**Placement view**

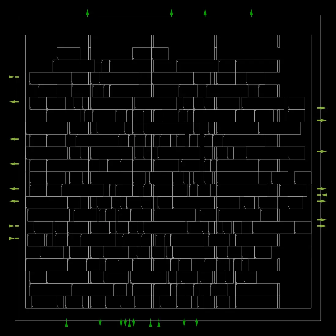
**Cell density map**

The die is cut into 7 by 7 equal tiles; white is low, dark blue is high, 0 to 100% covered.
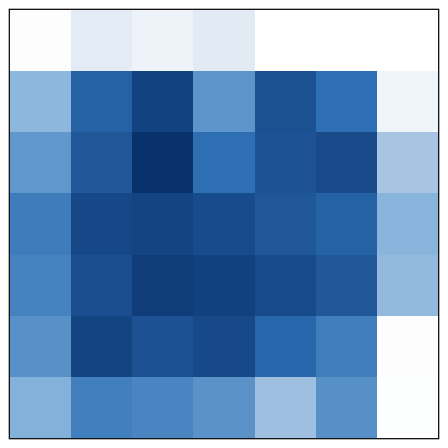
**M1 wires**

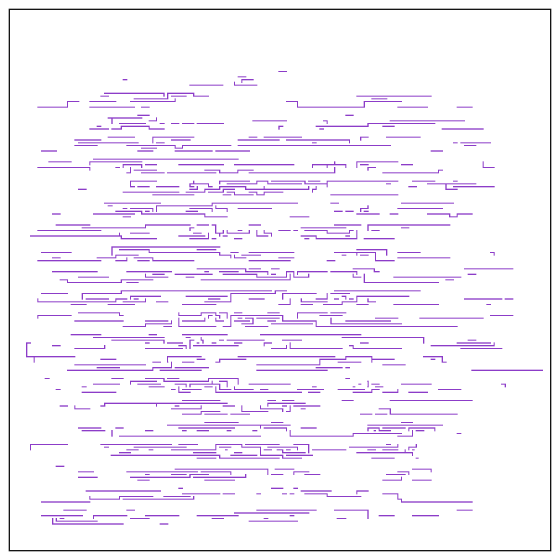
==> config.mk <==
export PLATFORM = sky130hd
export DESIGN_NAME = crc_stream_engine
export DESIGN_NICKNAME = d
export VERILOG_FILES = /design/src/rtl/crc_stream_engine.sv
export SDC_FILE = /design/constraint.sdc
export NUM_CORES = 1
export LEC_CHECK = 0
export CAP_MARGIN = 20
export CORE_MARGIN = 2
export CORE_UTILIZATION = 48
export DETAILED_ROUTE_END_ITERATION = 7
export PLACE_DENSITY = 0.82
export RECOVER_POWER = 50
export SETUP_SLACK_MARGIN = 0.02
export SYNTH_ARGS = -nofsm -noshare
export SYNTH_HDL_FRONTEND = slang
export SYNTH_SLANG_ARGS = --single-unit
==> constraint.sdc <==
create_clock -name Clk -period 1.8 [get_ports Clk]
set_input_delay 0.27 -clock Clk [delete_from_list [all_inputs] [get_ports Clk]]
set_output_delay 0.27 -clock Clk [all_outputs]
set_load 0.005 [all_outputs]
==> metrics.json <==
{
  "pwr": {
    "power-top-group": "combinational cells",
    "ir_worst_vdd_mv": 1.39,
    "comb_cell_power_mw": 2.69,
    "power_frac_comb_pct": 56.8,
    "internal_power_mw": 2.92,
    "swShare_pct": 38.5
  },
  "layout": {
    "sequential_share_of_cell_area_pct": 36.5,
    "sh_comb_area_pct": 35.3,
    "layout_top_cell_excl_fill_tap": "dfrtp_1",
    "layout.nets": 252,
    "post_route_cells_drive_above_1_share_pct": 36.8,
    "dominant_cells": "sequential cells"
  },
  "logic_synthesis": {
    "fp_nets": 190,
    "yosys_register_bits": 40,
    "yosys_cells": 176,
    "synth_warnings": 0,
    "yosysUniqueCellTypes": 39,
    "ys_sh_adder_pct": 3.95,
    "synth.area.top_cells": "dfrtp_1 53%, nand2_1 6.7%, mux2_2 5.9%, nand3_1 5.0%, mux2_1 4.1%",
    "post_synth_and_or_nand_nor_area_fraction_pct": 21.8,
    "edf_count": 0,
    "ys_sh_aoi_pct": 5.00
  },
  "critical_path": {
    "critical-path-slowest-cell": "or4_4",
    "path_max_fanout": 3,
    "critPathTopFamily": "simple AND/OR/NAND/NOR gates",
    "worst-path-buf-inv": 0,
    "startpoint_types": "flip-flop",
    "reg2reg_slack_ns": -0.06,
    "cp.arrival_ns": 2.08
  },
  "routing": {
    "drtAntennaViolNets": 0,
    "first_iter_violations": 140,
    "drc_errors": 0,
    "top_layer": "met4"
  },
  "cts": {
    "cts_buffer_depth": 2,
    "cts_tree": "done",
    "worstSkewPairLatency_ns": 0.30,
    "cts_hold_repair.buffers": 1,
    "cts.clk_slew.worst_paths_ns": 0.08,
    "cts-htree-levels": 2,
    "post_cts.repair.setup_buffers": 9
  },
  "grt": {
    "met2_usage_pct": 40.6,
    "grt_pass1_vias": 1607,
    "grt_first_pass_wirelength_mm": 7.65,
    "use_met3_pct": 4.05,
    "antenna_found_initial": 0
  },
  "die": {
    "floorplan.die_area_mm2": 0.00448,
    "chip_height_um": 66.9,
    "io-pin-count": 30
  },
  "timing": {
    "max_slew.worst_pin.slew_ns": 1.17,
    "setup_violations": 8,
    "layout_setup_ws_ns": -0.0554,
    "max_slew_margin_pct": 22.3,
    "skew_ns": 0.00569
  },
  "status": {
    "violations": "negative setup slack",
    "outcome": "complete, but fails checks"
  },
  "placed_design": {
    "place_congestion": 0.801,
    "place_area_mm2": 0.00241
  },
  "worst_hold_path": {
    "hold_path_class": "reg2reg"
  }
}
Notes on 'placement view' above:
row count: 22
number of filler instances in the final layout: 254
n_taps: 48
area of the placeable core: 0.00374 mm²
flip-flops: 40

Notes on 'cell density map' above:
The fullest tile reaches 99%. 45% of the tiles are over 75% full. The mean over all tiles is 60%.
core utilization at floorplan: 50.8%
Post-Route Utilization: 73.2%

Notes on 'M1 wires' above:
The layer carries 2,020 µm of wire. The layer holds 39% of the routed length.
global routing usage on met1: 29.4%
final routed wirelength across all metal layers: 5.13 mm
total number of vias: 1,601

[metrics by stage]
stage | setup WS [ns] | hold slack (ns) | total power [mW] | TNS (ns) | cells
final | -0.0554 | 0.497 | 4.74 | -0.200 | 287
after global routing | -0.0951 | 0.513 | 5.01 | -0.866 | 287
after CTS | 0.00490 | 0.464 | 4.29 | 0 | 287
after detailed placement | -0.208 | 0.250 | 3.25 | -3.01 | 269
after global placement | -0.177 | 0.244 | 3.19 | -2.77 | 269
after floorplan | -0.0274 | -0.0256 | 2.38 | -0.106 | 176
[cells in the mapped netlist, types with 3 or more instances]
cell	n
nor3_1	5
dfrtp_1	40
nor4_1	3
buf_2	3
mux2_2	10
inv_1	6
nand3_1	19
nor2_1	8
nand2_1	34
mux2_1	7
ha_1	6
Power is estimated from default activity; no workload was simulated.
